`config.mk`:
```
export PLATFORM = sky130hd
export DESIGN_NAME = fifo_rr_arbiter
export DESIGN_NICKNAME = d
export VERILOG_FILES = /design/src/rtl/fifo_rr_arbiter.sv
export SDC_FILE = /design/constraint.sdc
export NUM_CORES = 1
export LEC_CHECK = 0
export CAP_MARGIN = 20
export CORE_MARGIN = 8
export CORE_UTILIZATION = 41
export CTS_CLUSTER_DIAMETER = 80
export DETAILED_ROUTE_END_ITERATION = 16
export PLACE_DENSITY = 0.9
export SLEW_MARGIN = 0
export SYNTH_ARGS = -nofsm -noshare
export SYNTH_HDL_FRONTEND = slang
export SYNTH_SLANG_ARGS = --single-unit
```
`constraint.sdc`:
```
create_clock -name clk -period 4.7 [get_ports clk]
set_input_delay 1.41 -clock clk [delete_from_list [all_inputs] [get_ports clk]]
set_output_delay 1.41 -clock clk [all_outputs]
set_load 0.005 [all_outputs]
```
`src/rtl/fifo_rr_arbiter.sv`:
```
// fifo_rr_arbiter
//   Round-robin arbiter that moves single words from four source FIFOs into
//   one destination FIFO. Each transfer is a pop of the granted source
//   followed by a push of that word into the destination.
//
//   Optional feature: define ARB_BURST_EN to let a grant keep the datapath
//   for up to four back-to-back words (PUSH -> POP on the same queue).
//
// Ports
//   clk               system clock, rising edge
//   reset             asynchronous reset, active low
//   fifo_empty[3:0]   per-source empty flag
//   fifo_error[3:0]   per-source error flag; masks the source from arbitration
//   data_in_0..3      per-source pop data, valid the cycle after its read
//   dest_almost_full  destination back-pressure, sampled only at arbitration
//   read[3:0]         one-hot pop strobe to the sources
//   dest_write        push strobe to the destination
//   dest_data         pushed word (zero outside PUSH)
//   grant[1:0]        source currently owning the datapath
//   arb_busy          high whenever the FSM is not in IDLE
//   word_count[7:0]   words pushed, wraps at 256
//
// state | meaning
// ------+------------------------------------------------------------
// IDLE  | waiting for an eligible source and no back-pressure
// POP   | read strobe asserted to the granted source
// PUSH  | popped word forwarded to the destination, counter bumped

module fifo_rr_arbiter #(
   parameter int DATA_SIZE = 8,
   parameter int NUM_Q     = 4
) (
   input  logic                 clk,
   input  logic                 reset,
   input  logic [NUM_Q-1:0]     fifo_empty,
   input  logic [NUM_Q-1:0]     fifo_error,
   input  logic [DATA_SIZE-1:0] data_in_0,
   input  logic [DATA_SIZE-1:0] data_in_1,
   input  logic [DATA_SIZE-1:0] data_in_2,
   input  logic [DATA_SIZE-1:0] data_in_3,
   input  logic                 dest_almost_full,
   output logic [NUM_Q-1:0]     read,
   output logic                 dest_write,
   output logic [DATA_SIZE-1:0] dest_data,
   output logic [1:0]           grant,
   output logic                 arb_busy,
   output logic [7:0]           word_count
);

   typedef enum logic [1:0] {
      IDLE = 2'd0,
      POP  = 2'd1,
      PUSH = 2'd2
   } state_t;

   state_t     state;
   logic [1:0] last_grant;

   logic [3:0] eligible;
   logic       any_eligible;
   logic [1:0] scan_start;
   logic [7:0] elig_dbl;
   logic [3:0] elig_rot;
   logic [1:0] rr_offset;
   logic [1:0] rr_pick;

   assign eligible     = ~fifo_empty & ~fifo_error;
   assign any_eligible = |eligible;
   assign scan_start   = last_grant + 2'd1;

   // Rotate the eligibility vector so the scan start sits at bit 0, take
   // the lowest set bit, then rotate the index back.
   always_comb begin
      elig_dbl  = {eligible, eligible};
      elig_rot  = elig_dbl[scan_start +: 4];
      rr_offset = 2'd0;
      for (int k = 3; k >= 0; k--) begin
         if (elig_rot[k]) rr_offset = 2'(k);
      end
      rr_pick = scan_start + rr_offset;
   end

`ifdef ARB_BURST_EN
   logic [1:0] burst_cnt;
   logic       burst_go;

   // burst_cnt counts extra words already taken on this grant; at 3 the
   // grant has moved four words and must go back to arbitration.
   assign burst_go = eligible[grant] && !dest_almost_full && (burst_cnt != 2'd3);
`endif

   always_ff @(posedge clk or negedge reset) begin
      if (!reset) begin
         state      <= IDLE;
         read       <= '0;
         dest_write <= 1'b0;
         grant      <= 2'd0;
         last_grant <= 2'd3;
         arb_busy   <= 1'b0;
         word_count <= 8'd0;
`ifdef ARB_BURST_EN
         burst_cnt  <= 2'd0;
`endif
      end else begin
         case (state)
            IDLE: begin
               if (!dest_almost_full && any_eligible) begin
                  grant    <= rr_pick;
                  read     <= 4'b0001 << rr_pick;
                  arb_busy <= 1'b1;
                  state    <= POP;
`ifdef ARB_BURST_EN
                  burst_cnt <= 2'd0;
`endif
               end
            end
            POP: begin
               read       <= '0;
               dest_write <= 1'b1;
               state      <= PUSH;
            end
            PUSH: begin
               dest_write <= 1'b0;
               word_count <= word_count + 8'd1;
`ifdef ARB_BURST_EN
               if (burst_go) begin
                  read      <= 4'b0001 << grant;
                  burst_cnt <= burst_cnt + 2'd1;
                  state     <= POP;
               end else begin
                  last_grant <= grant;
                  arb_busy   <= 1'b0;
                  state      <= IDLE;
               end
`else
               last_grant <= grant;
               arb_busy   <= 1'b0;
               state      <= IDLE;
`endif
            end
            default: begin
               read       <= '0;
               dest_write <= 1'b0;
               arb_busy   <= 1'b0;
               state      <= IDLE;
            end
         endcase
      end
   end

   // Destination data is a plain mux on the registered grant so the popped
   // word reaches the destination in the same cycle it appears at data_in.
   always_comb begin
      dest_data = '0;
      if (state == PUSH) begin
         case (grant)
            2'd0:    dest_data = data_in_0;
            2'd1:    dest_data = data_in_1;
            2'd2:    dest_data = data_in_2;
            default: dest_data = data_in_3;
         endcase
      end
   end

endmodule

```
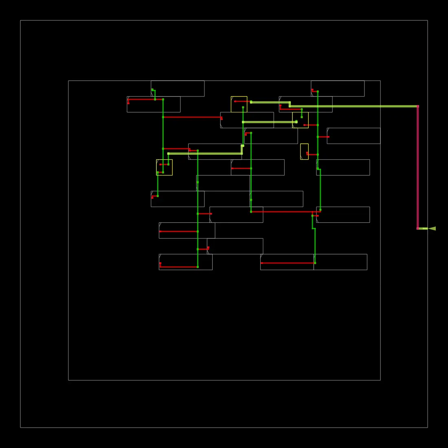
**Above:** run 1 (the clock network).
number of clock sinks: 20
# clk buffers: 4
clk latency late pin: 0.30 ns
P_clk: 0.0850 mW
Worst Clk Skew: 0.00220 ns

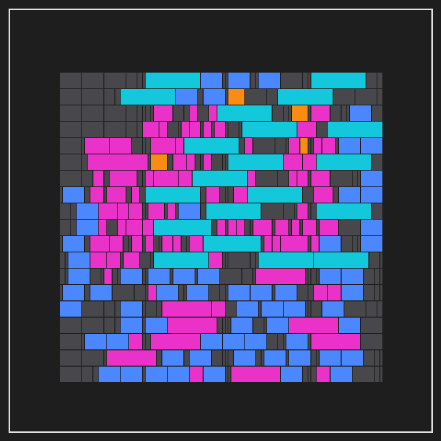
**Above:** run 1 (placement by cell class).
Scale: 6 px per um. Fill, decap, tap and diode cells in gray.
Cyan is flip-flops, cells 20, share of their area 27%. Orange is clock drivers and dummy loads, cells 4, share of their area 1.4%. Blue is other buffers and delay cells, cells 66, share of their area 35%. Magenta is all other logic, cells 89, share of their area 37%.
Design Area, Final: 1920 sq um
core area: 2780 sq um

==> ci_impl_report.md, run 1 <==
### Metrics collected by this job

| Metric | Value |
|---|---|
| Number of H-tree levels | `1` |
| Most frequent cells in the layout | `66 x clkdlybuf4s50_1, 18 x dfrtp_1, 15 x nand2_1` |
| Root Driver | `clkbuf_4` |
| Critical Path End Type | `output pin` |
| CP top delay family | `buffers and inverters` |
| Synth Instances | `112` |
| Largest area contributor in the netlist | `dfrtp_1` |
| TritonCTS Buffers | `3` |
| Pin count of the biggest net entering global routing | `21` |
| Synthesized cell area | `1210 sq um` |
| Internal power | `0.532 mW` |
| Most frequent CP cell | `clkdlybuf4s50_1` |
| Clock buffer depth | `2` |
| Worst hold slack | `0.475 ns` |
| Hold-critical path depth | `1` |
| Die area | `4930 sq um` |
| Leak Pwr | `0.789 nW` |
| Die Height | `70.2 um` |
| Dominant cell area share | `37.3%` |
| Pre-antenna DRT Iters | `4` |
| Status | `complete, no violations` |
| Setup TNS | `0 ns` |
| # resized after CTS | `0` |
| CTS tree | `done` |
| Setup-failing EPs final | `0` |
| Max-capacitance violation count | `0` |
| Switching share of power | `34.2%` |
| Nets | `225` |
| Tot GR Track Use | `14.1%` |
| Dpl ws | `0.367 ns` |
| Reg2reg end | `grant[1]` |
| RD Place Congestion | `0.760` |
| Most numerous logic cell after layout | `clkdlybuf4s50_1` |
| Iteration-0 DRC Markers | `63` |
| I/O Pins | `67` |
| Critical path class | `in -> out` |
| Crit path cell chain | `clkdlybuf4s50_1 -> mux4_2 -> and2_1 -> clkdlybuf4s50_1` |
| Post-route ant nets | `0` |
| PwrDens | `421 nW/um^2` |
| CP Buf/Inv Count | `2` |
| Final slew viol count | `0` |
| Final Non-Filler Cells | `210` |
| Wirelength per Cell | `16.7 um` |
| Die Wd | `70.2 um` |
| Number of global-route vias before repair | `1230` |
| # DRC | `0` |
| Reg2reg path depth | `7` |
| DP Cell Count | `206` |
| Final hold viol count | `0` |
| RSZ-0062 raised after global routing | `no` |
| PnR worst setup slack | `0.383 ns` |
| Critical path peak fanout | `1` |
| Synthesis Warnings | `0` |
| Combinational Power Share | `50.2%` |
| Worst Hold Class | `reg -> reg` |
| CP Data Arrival Time | `2.91 ns` |
| Post-CTS Setup Bufs | `0` |
| First-pass GRT wire length | `5.74 mm` |
| Rows | `19` |
| NetSw | `0.276 mW` |
| Cell count in the Yosys report | `112` |
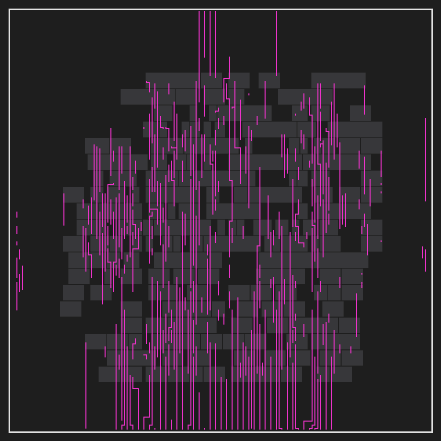
**Above:** run 1 (metal 2).
Scale: 6 px per um.
The layer holds 57% of the routed length. 202 nets have wire on it. The wires run mostly vertical. The layer carries 1990 um of wire. The longest straight run is 36.2 um.
WL final: 3.51 mm
routed vias: 1145
grt met2 use: 26.5%

==> run 1: cells by family (layout without fill, tap and decap cells) <==
group                    count (synthesis)  in the layout  share of synthesized area (%)
flip-flops                              20             20                           41.7
multiplexers                             9              9                           15.9
AND-OR/OR-AND                           19             19                           11.2
AND/OR/NAND/NOR                         47             47                           18.9
buffers and inverters                    6             73                           1.97
adder cells (fa/ha/maj)                  3              3                           3.01
XOR/XNOR                                 8              8                           7.37
==> run 1: worst max path at each step <==
stage / startpoint / endpoint / slack, ns / depth (start not counted)
6_report: data_in_3[1] / dest_data[1] / 0.38 / 4
3_3_place_gp: data_in_3[2] / dest_data[2] / 0.42 / 4
2_1_floorplan: data_in_3[0] / dest_data[0] / 1.28 / 2
5_1_grt: data_in_3[4] / dest_data[4] / 0.33 / 4
3_5_place_dp: data_in_3[1] / dest_data[1] / 0.37 / 4
4_1_cts: data_in_3[1] / dest_data[1] / 0.37 / 4
==> run 1: sequential cells by signal, indices dropped and copies added (netlist names) <==
register    flops
dest_write      1
arb_busy        1
word_count      8
last_grant      2
grant           2
state           2
read            4
==> run 1: final cells by class <==
| type | count | area [sq um] |
|---|---|---|
| Timing Repair Buffer | 66 | 661 |
| Inverter | 3 | 11.3 |
| Clock buffer | 4 | 26.3 |
| Multi-Input combinational cell | 86 | 679 |
| Fill cell | 222 | 862 |
| Sequential cell | 20 | 503 |
| Tap cell | 31 | 38.8 |
==> run 1: power by group through the flow <==
stage	Combinational, mW	Sequential (mW)	Clock [mW]
final	0.406	0.317	0.0850
after detailed placement	0.410	0.321	0
after CTS	0.412	0.318	0.0863
after floorplan	0.256	0.280	0
after global placement	0.397	0.316	0
after global routing	0.442	0.332	0.0916
==> run 1: Yosys cell counts (3+ instances only) <==
cell and n:
and2_1 8, dfrtp_1 18, inv_1 3, mux4_2 8
nand2_1 15, nand3_1 3, nor2_1 10, nor2b_1 3
o21ai_0 5, o22ai_1 3, xnor2_1 5
==> run 1: worst reg2reg max path, delay by kind of cell, from the launching register on <==
kind | cells | cell delay (ns)
xor gates and xnor gates | 1 | 0.11
DFF | 1 | 0.57
muxes | 1 | 0.28
buffers and inverters | 1 | 0.11
AOI/OAI and AO/OA | 2 | 0.46
and+or+nand+nor | 1 | 0.08
adders and majority gates | 1 | 0.24
==> run 1: routing by layer <==
metal,up-vias,track usage (%),routed length (um)
li1,546,-,-
met1,560,14.2,1300
met2,35,26.5,1990
met3,4,4.66,185
met4,0,4.24,37
met5,-,0,0
==> run 2, diff against run 1 <==
Settings changed: SKIP_CTS_REPAIR_TIMING from default to 1.
==> run 2 against run 1 <==
  * Via count stayed put
  * Critical path depth stayed put
  * Clock skew stayed put
  * Critical endpoint unchanged
  * Cell area stayed put
  * Sequential share of layout area stayed put
  * Total power stayed put
==> ci_impl_report.md, run 2 <==
### Metrics collected by this job

| Metric | Value |
|---|---|
| Wirelength per Cell | `16.7 um (unchanged)` |
| Number of clock sinks | `20 (unchanged)` |
| Most used standard cell by instance count after synthesis | `dfrtp_1` |
| Worst Clk Skew | `0.00220 ns (unchanged)` |
| RSZ-0062 raised after global routing | `no` |
| Internal power | `0.532 mW (unchanged)` |
| Largest area contributor in the netlist | `dfrtp_1` |
| RD Place Congestion | `0.760 (unchanged)` |
| Combinational Power Share | `50.2% (about the same)` |
| Synth cell count leaders | `18 x dfrtp_1, 15 x nand2_1, 10 x nor2_1` |
| Post-synth seq share | `41.7%` |
| Reg clk slew, reported paths | `0.11 ns` |
| Setup TNS | `0 ns (unchanged)` |
| Synth flops | `20` |
| Worst Path Required | `3.29 ns` |
| Critical path peak fanout | `1 (unchanged)` |
| Iteration-0 DRC Markers | `63 (unchanged)` |
| TritonCTS Buffers | `3 (unchanged)` |
| Pre-antenna DRT Iters | `4 (unchanged)` |
| Post-route ant nets | `0 (unchanged)` |
| Max-capacitance violation count | `0 (unchanged)` |
| Number of global-route vias before repair | `1230 (unchanged)` |
| Critical Path Start | `data_in_3[1]` |
| Tcrit/Tclk final | `91.8%` |
| Netlist cell types | `35` |
| CP Data Arrival Time | `2.91 ns (about the same)` |
| Clk latency late pin | `0.30 ns (about the same)` |
| Storage element area | `503 sq um (unchanged)` |
| Synthesis Warnings | `0 (unchanged)` |
| DPL Wire Length | `2.90 mm` |
| Switching share of power | `34.2% (unchanged)` |
| Clock buffer depth | `2 (unchanged)` |
| Nets | `225 (unchanged)` |
| Die area | `4930 sq um (unchanged)` |
| Min-delay src | `word_count[7]` |
| Antenna violations before repair | `0` |
| Tot GR Track Use | `14.1% (unchanged)` |
| Number of port buffers | `66` |
| Largest Register | `word_count` |
| Dominant cell area share | `37.3% (unchanged)` |
| Synthesized cell area | `1210 sq um (unchanged)` |
| Ratio of cells with drive above 1 in the final layout | `10.6%` |
| Fp_density | `43.4%` |
| Pin count of the biggest net entering global routing | `21 (unchanged)` |
| Total gr overflow | `0` |
| Flip-flops with a built-in enable | `0` |
| FFs w/ async S/R, synth | `100%` |
| Top_reg_cell synth | `dfrtp_1` |
| Leak Pwr | `0.789 nW (unchanged)` |
| Yosys Chip Area | `1210 sq um` |
| Most frequent cells in the layout | `66 x clkdlybuf4s50_1, 18 x dfrtp_1, 15 x nand2_1` |
| Root Driver | `clkbuf_4` |
| Final hold viol count | `0 (unchanged)` |
| Synth Instances | `112 (unchanged)` |
| Min cycle time layout | `4.32 ns` |
| # diodes | `0` |
| Most numerous logic cell after layout | `clkdlybuf4s50_1` |
| I/O Pins | `67 (unchanged)` |
| Setup-failing EPs final | `0 (unchanged)` |
| Worst hold slack | `0.475 ns (unchanged)` |
| Critical path class | `in -> out` |
| First-pass GRT wire length | `5.74 mm (unchanged)` |
| Worst-Margin Slew | `0.895 ns` |
| Startpoint types | `primary input` |
| # fillers | `222 (unchanged)` |
| Top cells, area | `dfrtp_1 37%, mux4_2 15%, nand2_1 4.7%, dfstp_2 4.4%, and2_1 4.1%` |
| Routed vias | `1145 (unchanged)` |
| PwrDens | `421 nW/um^2 (unchanged)` |
| Syn_nets | `157` |
| WL final | `3.51 mm (unchanged)` |
| Mapped Avg Cell Area | `10.8 sq um` |
| Cell count in the Yosys report | `112 (unchanged)` |
| Vias per Instance | `5.45` |
| # DRC | `0 (unchanged)` |
| Largest register FFs | `8 (unchanged)` |
| Logic area | `679 sq um (unchanged)` |
| Critical Path End Type | `output pin` |
| Tool warnings | `26` |
| Number of H-tree levels | `1 (unchanged)` |
| R2r startpoint | `last_grant[0]` |
| Core area | `2780 sq um (unchanged)` |
| Status | `complete, no violations` |
| Maximum VDD drop | `0.465 mV` |
| Final slew viol count | `0 (unchanged)` |
| Worst Hold Class | `reg -> reg` |
| Regs by FF count | `word_count (8), read (4)` |
| CTS tree | `done` |
| Fmax achieved | `0.232 GHz` |
| Worst slew margin | `40.2%` |
| Reg power frac | `39.3%` |
| Die Wd | `70.2 um (unchanged)` |
| Area growth from synthesis to layout | `59.1%` |
| Die Height | `70.2 um (unchanged)` |
| NetSw | `0.276 mW (unchanged)` |
==> run 2: power groups by stage <==
stage | clock network [mW] | registers (mW) | logic (mW)
global placement | 0 | 0.316 | 0.397
finish | 0.0850 | 0.317 | 0.406
floorplan | 0 | 0.280 | 0.256
detailed placement | 0 | 0.321 | 0.410
global route | 0.0916 | 0.332 | 0.442
CTS | 0.0863 | 0.318 | 0.412
==> run 2: worst paths after layout <==
path | endpoint | cells after the start | slack [ns]
max | dest_data[1] | 4 | 0.38
min | word_count[7] | 1 | 0.48
max reg2reg | grant[1] | 7 | 2.75
min reg2reg | word_count[7] | 1 | 0.48
max in group asynchronous | read[3] | 1 | 2.55
min in group asynchronous | word_count[7] | 1 | 1.60
==> run 2: cell type report <==
class / count / share of cell area, %
tap: 31 / 2.02
multi-input combinational: 86 / 35.4
inverter: 3 / 0.587
sequential: 20 / 26.2
timing repair buffer: 66 / 34.4
clock buffer: 4 / 1.37
==> run 2: through the flow <==
| step | power, mW | cell area [sq um] | util (%) | std cells | worst slack [ns] |
|---|---|---|---|---|---|
| after CTS | 0.816 | 1920 | 69.0 | 210 | 0.367 |
| after detailed placement | 0.731 | 1890 | 68.1 | 206 | 0.367 |
| final | 0.808 | 1920 | 69.0 | 210 | 0.383 |
| after global placement | 0.713 | 1890 | 68.1 | 206 | 0.424 |
| after global routing | 0.866 | 1920 | 69.0 | 210 | 0.334 |
| after floorplan | 0.536 | 1210 | - | 112 | 1.28 |
==> run 2: critical path, cell delays in order <==
cell and delay, ns:
clkdlybuf4s50_1 0.40, mux4_2 0.47, and2_1 0.18, clkdlybuf4s50_1 0.45
==> run 2: cell families (layout without fill, tap and decap cells) <==
logic type | Yosys count | in the layout | share of synthesized area (%)
AOI/OAI and AO/OA | 19 | 19 | 11.2
xor gates and xnor gates | 8 | 8 | 7.37
adders and majority gates | 3 | 3 | 3.01
buffers and inverters | 6 | 73 | 1.97
DFF | 20 | 20 | 41.7
muxes | 9 | 9 | 15.9
and+or+nand+nor | 47 | 47 | 18.9
==> run 2: per-layer routing <==
layer	share of wire, %	global-route usage, %
met5	0	0
met4	1.1	4.24
met3	5.3	4.66
met2	57	26.5
met1	37	14.2
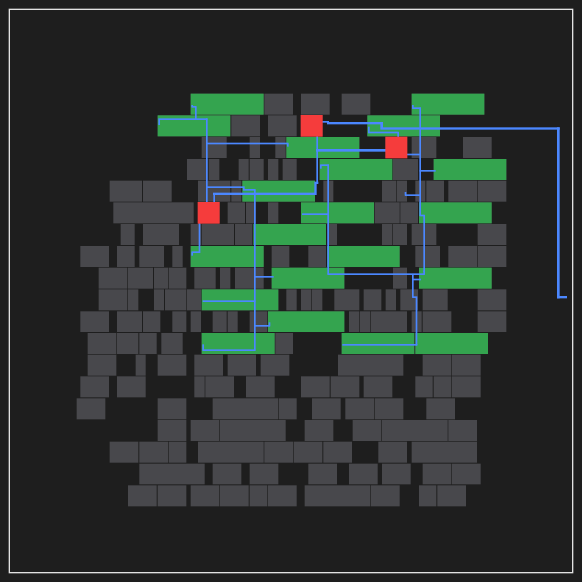
**Above:** run 2 (routed clock nets over the placement).
Scale: 8 px per um.
Red is cells driving clock nets, count 3. Green is flip-flops, count 20. Blue is clock wires, length 254 um.
There are 4 routed clock nets.
Clock Power Share: 10.5%

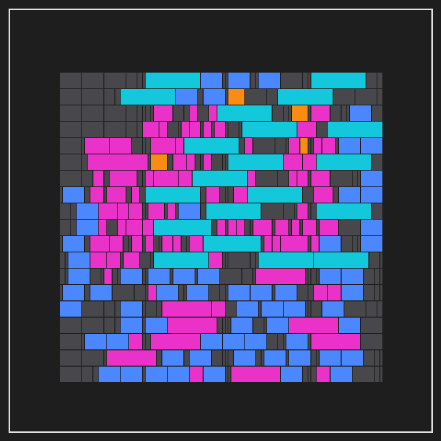
**Above:** run 2 (placement by cell class).
Scale: 6 px per um. Fill, decap, tap and diode cells in gray.
Blue is other buffers and delay cells, cells 66, share of their area 35%. Cyan is flip-flops, cells 20, share of their area 27%. Orange is clock drivers and dummy loads, cells 4, share of their area 1.4%. Magenta is all other logic, cells 89, share of their area 37%.
flop share of the area: 26.2%
Rows: 19
Util after Layout: 69.0%

==> run 3, diff against run 2 <==
Settings changed: SKIP_LAST_GASP from default to 1.
==> run 3 against run 2 <==
  * Synthesized cell count stayed put
  * Largest power group unchanged
  * Sequential power hardly changed
  * Combinational power hardly changed
  * Cell area stayed put
  * Critical path type unchanged
  * Synthesized area stayed put
  * Final cell count stayed put
  * Wire length stayed put
  * Clock skew stayed put
  * Flip-flop count stayed put
  * Via count stayed put
  * Non-clock buffer count stayed put
==> ci_impl_report.md, run 3 <==
### Metrics collected by this job

| Metric | Value |
|---|---|
| Status | `complete, no violations` |
| Number of H-tree levels | `1 (unchanged)` |
| Max-capacitance violation count | `0 (unchanged)` |
| Logic area | `679 sq um (unchanged)` |
| Most frequent cells in the layout | `66 x clkdlybuf4s50_1, 18 x dfrtp_1, 15 x nand2_1` |
| Number of port buffers | `66 (unchanged)` |
| First-pass GRT wire length | `5.74 mm (unchanged)` |
| # DRC | `0 (unchanged)` |
| Core area | `2780 sq um (unchanged)` |
| Die Wd | `70.2 um (unchanged)` |
| Mapped Avg Cell Area | `10.8 sq um (unchanged)` |
| Nets | `225 (unchanged)` |
| Synth cell count leaders | `18 x dfrtp_1, 15 x nand2_1, 10 x nor2_1` |
| Tool warnings | `26 (unchanged)` |
| Syn_nets | `157 (unchanged)` |
| RSZ-0062 raised after global routing | `no` |
| Worst Hold Class | `reg -> reg` |
| R2r startpoint | `last_grant[0]` |
| Die Height | `70.2 um (unchanged)` |
| Fmax achieved | `0.232 GHz (unchanged)` |
| Top_reg_cell synth | `dfrtp_1` |
| Most used standard cell by instance count after synthesis | `dfrtp_1` |
| CTS tree | `done` |
| Synthesized cell area | `1210 sq um (unchanged)` |
| Root Driver | `clkbuf_4` |
| Synth flops | `20 (unchanged)` |
| Post-synth seq share | `41.7% (unchanged)` |
| PwrDens | `421 nW/um^2 (unchanged)` |
| Routed vias | `1145 (unchanged)` |
| Iteration-0 DRC Markers | `63 (unchanged)` |
| Register-to-register setup slack | `2.75 ns (about the same)` |
| Hold-critical path depth | `1 (unchanged)` |
| Rows | `19 (unchanged)` |
| Maximum VDD drop | `0.465 mV (unchanged)` |
| WL final | `3.51 mm (unchanged)` |
| FFs w/ async S/R, synth | `100% (unchanged)` |
| Setup TNS | `0 ns (unchanged)` |
| Fp_density | `43.4% (unchanged)` |
| Slowest cell delay on critical path | `0.47 ns (about the same)` |
| Tot GR Track Use | `14.1% (unchanged)` |
| Reg2reg path depth | `7 (unchanged)` |
| Final slew viol count | `0 (unchanged)` |
| Pre-antenna DRT Iters | `4 (unchanged)` |
| Netlist cell types | `35 (unchanged)` |
| Regs by FF count | `word_count (8), read (4)` |
| Cell count in the Yosys report | `112 (unchanged)` |
| Leak Pwr | `0.789 nW (unchanged)` |
| Hold endpoint | `word_count[7]` |
| Post-route ant nets | `0 (unchanged)` |
| Setup-failing EPs final | `0 (unchanged)` |
| Final hold viol count | `0 (unchanged)` |
| Synthesis Warnings | `0 (unchanged)` |
| Wirelength per Cell | `16.7 um (unchanged)` |
| Reg clk slew, reported paths | `0.11 ns (about the same)` |
| Largest register FFs | `8 (unchanged)` |
| Startpoint types | `primary input` |
| DP Cell Count | `206 (unchanged)` |
| Crit path cell chain | `clkdlybuf4s50_1 -> mux4_2 -> and2_1 -> clkdlybuf4s50_1` |
| # diodes | `0 (unchanged)` |
| TritonCTS Buffers | `3 (unchanged)` |
| Min cycle time layout | `4.32 ns (unchanged)` |
| Clk latency late pin | `0.30 ns (about the same)` |
| DPL Wire Length | `2.90 mm (unchanged)` |
| Antenna violations before repair | `0 (unchanged)` |
| Clock buffer depth | `2 (unchanged)` |
| Largest area contributor in the netlist | `dfrtp_1` |
| I/O Pins | `67 (unchanged)` |
| Ratio of cells with drive above 1 in the final layout | `10.6% (unchanged)` |
| Storage element area | `503 sq um (unchanged)` |
==> run 3: cell counts after synthesis <==
Identical to the previous run, type by type.
==> run 3: kinds of logic after synthesis <==
family / after synthesis / synth area share, %
xor gates and xnor gates: 8 / 7.37
and+or+nand+nor: 47 / 18.9
adders and majority gates: 3 / 3.01
buffers and inverters: 6 / 1.97
DFF: 20 / 41.7
AOI/OAI and AO/OA: 19 / 11.2
muxes: 9 / 15.9
==> run 3: worst max-delay path by stage <==
stage,from,end,cells past startpoint
6_report,data_in_3[1],dest_data[1],4
5_1_grt,data_in_3[4],dest_data[4],4
4_1_cts,data_in_3[1],dest_data[1],4
3_5_place_dp,data_in_3[1],dest_data[1],4
3_3_place_gp,data_in_3[2],dest_data[2],4
2_1_floorplan,data_in_3[0],dest_data[0],2
==> run 3: power by group <==
group | leakage (nW) | switching (mW) | internal [mW]
clock network | 0.0150 | 0.0519 | 0.0331
logic | 0.521 | 0.138 | 0.268
registers | 0.253 | 0.0863 | 0.231
total | 0.789 | 0.276 | 0.532
==> run 3: per-stage QoR <==
stage                     utilization (%)  total power [mW]  cell area, sq um  worst slack [ns]  hold slack, ns
final                                69.0             0.808              1920             0.383           0.475
after global routing                 69.0             0.866              1920             0.334           0.505
after detailed placement             68.1             0.731              1890             0.367           0.468
after floorplan                         -             0.536              1210              1.28           0.465
after global placement               68.1             0.713              1890             0.424           0.456
after CTS                            69.0             0.816              1920             0.367           0.484
==> run 3: layer usage <==
layer | track usage [%] | vias to the layer above | wire (um)
met1 | 14.2 | 560 | 1300
met5 | 0 | - | 0
li1 | - | 546 | -
met4 | 4.24 | 0 | 37
met2 | 26.5 | 35 | 1990
met3 | 4.66 | 4 | 185
==> run 3: critical path: cells and delay by family <==
family / cells / cell delay (ns)
buffers and inverters: 2 / 0.85
muxes: 1 / 0.47
and+or+nand+nor: 1 / 0.18
==> run 3: final cells by class <==
| type | count | area share [%] |
|---|---|---|
| Multi-Input combinational cell | 86 | 35.4 |
| Tap cell | 31 | 2.02 |
| Sequential cell | 20 | 26.2 |
| Clock buffer | 4 | 1.37 |
| Inverter | 3 | 0.587 |
| Timing Repair Buffer | 66 | 34.4 |
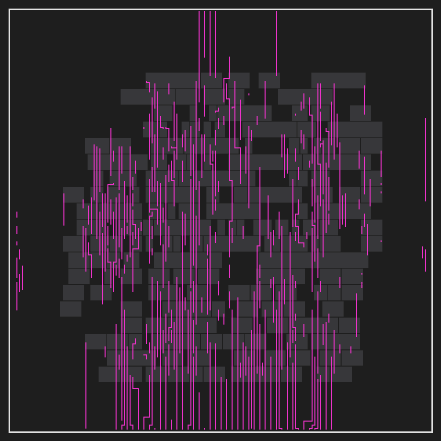
**Above:** run 3 (metal 2).
Scale: 6 px per um.
The layer holds 57% of the routed length. The wires run mostly vertical. 202 nets have wire on it. The layer carries 1990 um of wire.

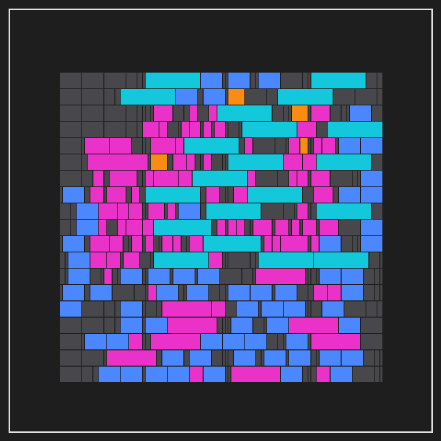
**Above:** run 3 (placement by cell class).
Scale: 6 px per um. Fill, decap, tap and diode cells in gray.
Blue is other buffers and delay cells, cells 66, share of their area 35%. Cyan is flip-flops, cells 20, share of their area 27%. Orange is clock drivers and dummy loads, cells 4, share of their area 1.4%. Magenta is all other logic, cells 89, share of their area 37%.

No activity file was given, so power comes from the tool's default toggle rates.
